### src/rtl/pattern_hit_monitor.sv
// Counts detector hits over fixed WIN_LEN-cycle windows. A window reaching THRESH hits
// produces one report record over a valid/ready handshake and sets a sticky alarm.
module pattern_hit_monitor #(
    parameter int WIN_LEN = 16,
    parameter int THRESH  = 3,
    parameter int CNT_W   = 8,
    parameter int IDX_W   = 8
) (
    input  logic             clk,
    input  logic             rst,
    input  logic             enable,
    input  logic             hit_in,
    input  logic             clr_alarm,
    input  logic             rpt_ready,
    output logic             rpt_valid,
    output logic [CNT_W-1:0] rpt_count,
    output logic [IDX_W-1:0] rpt_win_idx,
    output logic             alarm,
    output logic             busy
);
    localparam int WC_W = (WIN_LEN > 1) ? $clog2(WIN_LEN) : 1;

    localparam logic [1:0] IDLE   = 2'd0;
    localparam logic [1:0] RUN    = 2'd1;
    localparam logic [1:0] REPORT = 2'd2;

    localparam logic [WC_W-1:0]  WIN_LAST = WC_W'(WIN_LEN - 1);
    localparam logic [CNT_W-1:0] CNT_MAX  = '1;
    localparam logic [CNT_W:0]   THR      = (CNT_W + 1)'(THRESH);

    logic [1:0]       state;
    logic [WC_W-1:0]  win_cnt;
    logic [CNT_W-1:0] hit_cnt;
    logic [CNT_W-1:0] final_cnt;
    logic [IDX_W-1:0] win_idx;
    logic             win_end;
    logic             report_set;

    // Running count including this cycle's hit; saturates instead of wrapping.
    always_comb begin
        final_cnt = hit_cnt;
        if (hit_in && (hit_cnt != CNT_MAX))
            final_cnt = hit_cnt + 1'b1;
    end

    assign win_end    = (state == RUN) && enable && (win_cnt == WIN_LAST);
    assign report_set = win_end && ({1'b0, final_cnt} >= THR);
    assign busy       = (state != IDLE);

    always_ff @(posedge clk or posedge rst) begin
        if (rst) begin
            state       <= IDLE;
            win_cnt     <= '0;
            hit_cnt     <= '0;
            win_idx     <= '0;
            rpt_valid   <= 1'b0;
            rpt_count   <= '0;
            rpt_win_idx <= '0;
            alarm       <= 1'b0;
        end else begin
            case (state)
                IDLE: begin
                    if (enable) begin
                        state   <= RUN;
                        win_cnt <= '0;
                        hit_cnt <= '0;
                    end
                end
                RUN: begin
                    if (!enable) begin
                        // Abort: the partial window is discarded, win_idx is kept.
                        state   <= IDLE;
                        win_cnt <= '0;
                        hit_cnt <= '0;
                    end else if (win_end) begin
                        win_cnt <= '0;
                        hit_cnt <= '0;
                        win_idx <= win_idx + 1'b1;
                        if (report_set) begin
                            state       <= REPORT;
                            rpt_valid   <= 1'b1;
                            rpt_count   <= final_cnt;
                            rpt_win_idx <= win_idx;
                        end
                    end else begin
                        win_cnt <= win_cnt + 1'b1;
                        hit_cnt <= final_cnt;
                    end
                end
                REPORT: begin
                    // enable is only looked at once the record has been taken.
                    if (rpt_ready) begin
                        rpt_valid <= 1'b0;
                        state     <= enable ? RUN : IDLE;
                        win_cnt   <= '0;
                        hit_cnt   <= '0;
                    end
                end
                default: begin
                    state     <= IDLE;
                    rpt_valid <= 1'b0;
                end
            endcase

            if (report_set)
                alarm <= 1'b1;
            else if (clr_alarm)
                alarm <= 1'b0;
        end
    end
endmodule

### config.mk
export PLATFORM = sky130hd
export DESIGN_NAME = pattern_hit_monitor
export DESIGN_NICKNAME = d
export VERILOG_FILES = /design/src/rtl/pattern_hit_monitor.sv
export SDC_FILE = /design/constraint.sdc
export NUM_CORES = 1
export LEC_CHECK = 0
export CORE_UTILIZATION = 34
export CTS_CLUSTER_SIZE = 8
export DETAILED_ROUTE_END_ITERATION = 12
export PLACE_DENSITY_LB_ADDON = 0.15
export REMOVE_ABC_BUFFERS = 1
export SETUP_SLACK_MARGIN = 0.5
export SLEW_MARGIN = 25
export SYNTH_ARGS = -nofsm -noshare
export SYNTH_HDL_FRONTEND = slang
export SYNTH_SLANG_ARGS = --single-unit
### constraint.sdc
create_clock -name clk -period 3.1 [get_ports clk]
set_input_delay 0.62 -clock clk [delete_from_list [all_inputs] [get_ports clk]]
set_output_delay 0.62 -clock clk [all_outputs]
set_load 0.03 [all_outputs]
wires.png
(8 px per um) Only two layers are drawn.
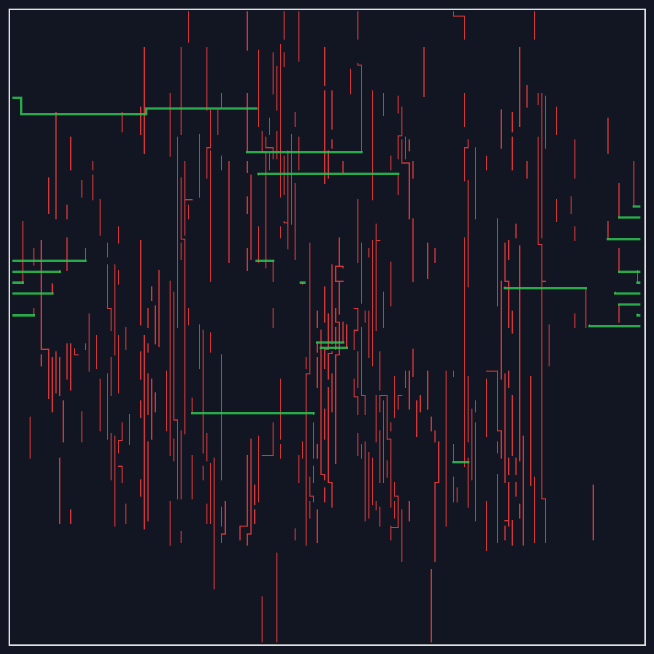
legend:
  metal 2:
    color: red
    wire_length: 1880 um
  metal 3:
    color: green
    wire_length: 146 um

cell_density.png
(3 px per um) The die is cut into 8 by 8 equal tiles; white is low, dark blue is high, 0 to 100% covered.
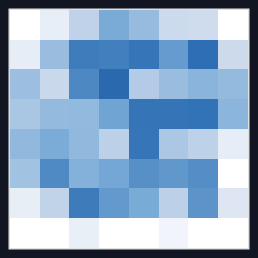
fullest tile: 77%
nearly empty tiles: 14%
mean over tiles: 38%

clk_routes.png
(8 px per um)
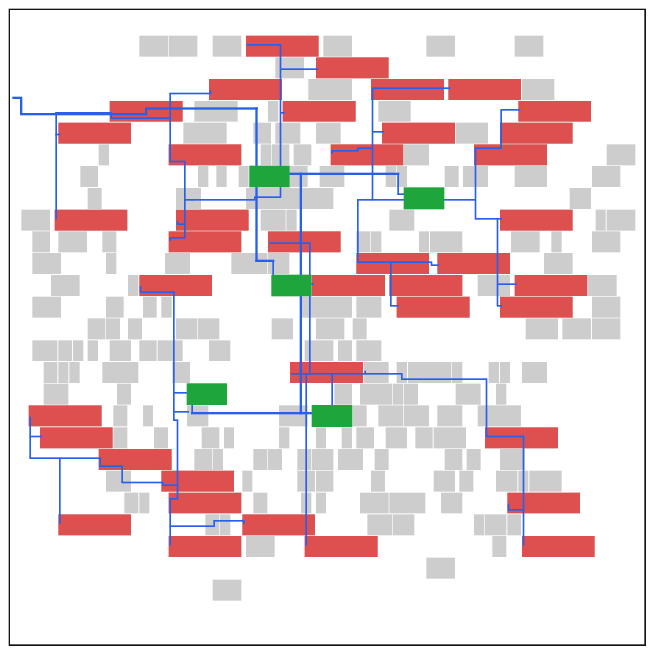
legend:
  clock drivers:
    color: green
    count: 5
  flip-flops:
    color: red
    count: 40
  clock wires:
    color: blue
    length: 526 um
flops lie: spread over the die
routed clock nets: 6
Max Clock Skew: 0.00378 ns
Clock group: 0.000439 W
Clk network pwr share: 42.7%
clk latency late pin: 0.29 ns

power_grid.png
(6 px per um) Pins as bars on the die edge.
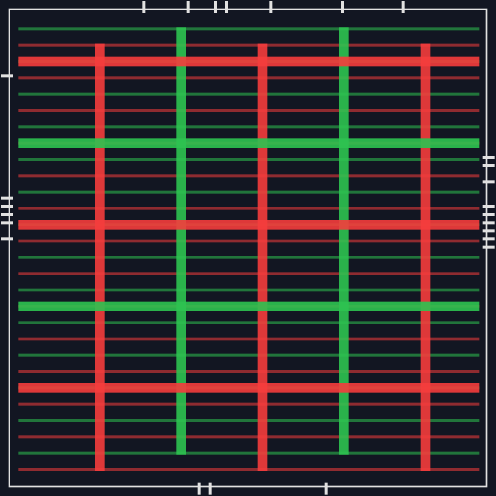
legend:
  VDD:
    color: green
  VSS:
    color: red
met5 straps: 5
signal pins: 25
met1 rails: 28
Die Ht: 79.3 um
DIE WIDTH: 79.3 um
Core Footprint: 5640 um2
Peak supply drop: 179 uV

==> flow_metrics.tcl <==
# implementation run metrics
set metrics [dict create \
    status "finished clean" \
    worst-r2r-cell-count 6 \
    synth_seq_share_pct 49.3 \
    power_density_nw_per_um2 419 \
    routedWlPerCell_um 14.1 \
    p_leak_nw 1.10 \
    hold-path-endpoint "win_idx[7]$_DFFE_PP0P_" \
    dp.cells 283 \
    yosys_cells 189 \
    cp-start-kind "input pin" \
    syn2layout_area_growth_pct 20.6 \
    avgSynthCellArea_um2 10.8 \
    critical_path.startpoint "hit_in" \
    overflow 0 \
    grt_max_degree 41 \
    slowest_stage "clkdlybuf4s50_1" \
    setup_tns_ns 0 \
    arrival_ns 2.56 \
    antenna_found_initial 0 \
    hold_start "win_idx[7]$_DFFE_PP0P_" \
    first_pass_iters 4 \
    r2r_setup_slack_ns 0.72 \
    fin_crit_ns 2.38 \
    grt_pass1_vias 1465 \
    n_antenna_cell 0 \
    yosysTopAreaCell "dfrtp_1" \
    async_reset_ff_share_pct 100 \
    warnings 25 \
    grt_setup_unrepaired "false" \
    max_cap_violations 0 \
    synth_cell_types 51 \
    seq_area_um2 1000 \
    dp_hpwl_um 2840 \
    worstPathMaxFanout 15 \
    fp_util_pct 36.0 \
    cp.required_ns 3.28 \
    finalSetupViolCount 0 \
    period_used_pct 76.8 \
    drv_slew 0 \
    final_common_cell "dfrtp_1" \
    clockBufferDepth 2 \
    cts-root-buf "clkbuf_8" \
    holdPathStages 1 \
    critical_path_class "in -> reg" \
    die_area_um2 6290 \
    place_ws_ns 0.108 \
    n_fill_cell 550 \
    cts_max_level 2 \
    cts_sinks 40 \
    synth-seq-cells 40 \
    ys_top_cells_by_area "dfrtp_1 49%, mux2_2 4.4%, nand2_1 4.2%, o21ai_0 3.9%, xnor2_1 2.6%" \
    finalWirelength_um 4110 \
    cts_hold_buf 0 \
    portBuffers 24 \
    finalNetCount 227 \
    critPathMaxStageDelay_ns 0.53 \
    endpoint_kind "register" \
    final_util_pct 43.4 \
    cts_tree "done" \
    drc 0 \
    crit_chain "clkdlybuf4s50_1 -> and4_4 -> and4_1 -> o221ai_2 -> o31a_4 -> mux2_4" \
    setup_slack_ns 0.719 \
    lay_top_cells "40 x dfrtp_1, 24 x clkdlybuf4s50_1, 23 x nand2_1, 16 x o21ai_0, 9 x inv_1" \
    synthTopCellsByCount "40 x dfrtp_1, 23 x nand2_1, 16 x o21ai_0, 9 x inv_1, 8 x mux2_2" \
    vias 1497 \
    cts-buffers-inserted 5 \
    maxSlewHeadroom_pct 53.4 \
    netlist_area_um2 2030 \
    rows 27 \
    worstReg2RegStart "hit_cnt[0]$_DFFE_PP0P_" \
    crit-reg2reg-capture "rpt_count[1]$_DFFE_PP0P_" \
    ios 25 \
    stdcell_count 291 \
    grt_pass1_wl_um 7250 \
    drtIter0Drc 83 \
]
[per-layer routing]
metal | share of wire [%] | track usage [%]
met3 | 3.5 | 3.22
met1 | 49 | 21.5
met5 | 0 | 0
met4 | 1.2 | 4.18
met2 | 46 | 22.3
[logic make-up after synthesis]
group                      Yosys count  share of synthesized area, %
buffers and inverters               17                          5.79
xor gates and xnor gates             9                          3.88
adders and majority gates            3                          1.85
and+or+nand+nor                     58                          15.4
DFF                                 40                          49.3
AOI/OAI and AO/OA                   50                          16.7
muxes                               12                          7.14
[final cells by class]
type                       instances  area share (%)
inverter                           9            1.38
clock buffer                       5            2.81
multi-input combinational        132            37.7
sequential                        40            40.9
timing repair buffer              30            11.6
tap                               72            3.68
clock inverter                     3            1.89
[through the flow]
step	instance area [um2]	total power [W]	hold WS [ns]
global placement	2320	0.000600	0.461
CTS	2440	0.00104	0.485
finish	2450	0.00103	0.478
floorplan	1950	0.000574	0.440
detailed placement	2320	0.000600	0.473
global route	2450	0.00108	0.494
[sequential cells by signal (all words and copies together), names as in the netlist]
name         flops
hit_cnt          8
rpt_count        8
rpt_win_idx      8
win_idx          8
win_cnt          4
state            2
alarm            1
rpt_valid        1
[power by group]
group / switching, W / internal, W / total [W]
sequential: 0.00000671 / 0.000525 / 0.000532
combinational: 0.0000324 / 0.0000241 / 0.0000565
clock: 0.000196 / 0.000243 / 0.000439
total: 0.000235 / 0.000792 / 0.00103
[critical path, delay by kind of cell]
kind                   cells  cell delay [ns]
AOI/OAI and AO/OA          2             0.59
and+or+nand+nor            2             0.50
buffers and inverters      1             0.53
muxes                      1             0.32
[what timing repair did]
item                                    in CTS  in global routing
gates resized                                1                  2
pin swaps                                    0                  0
buffers inserted                             0                  0
endpoints found under the setup margin      16                 13
Power is estimated from default activity; no workload was simulated.
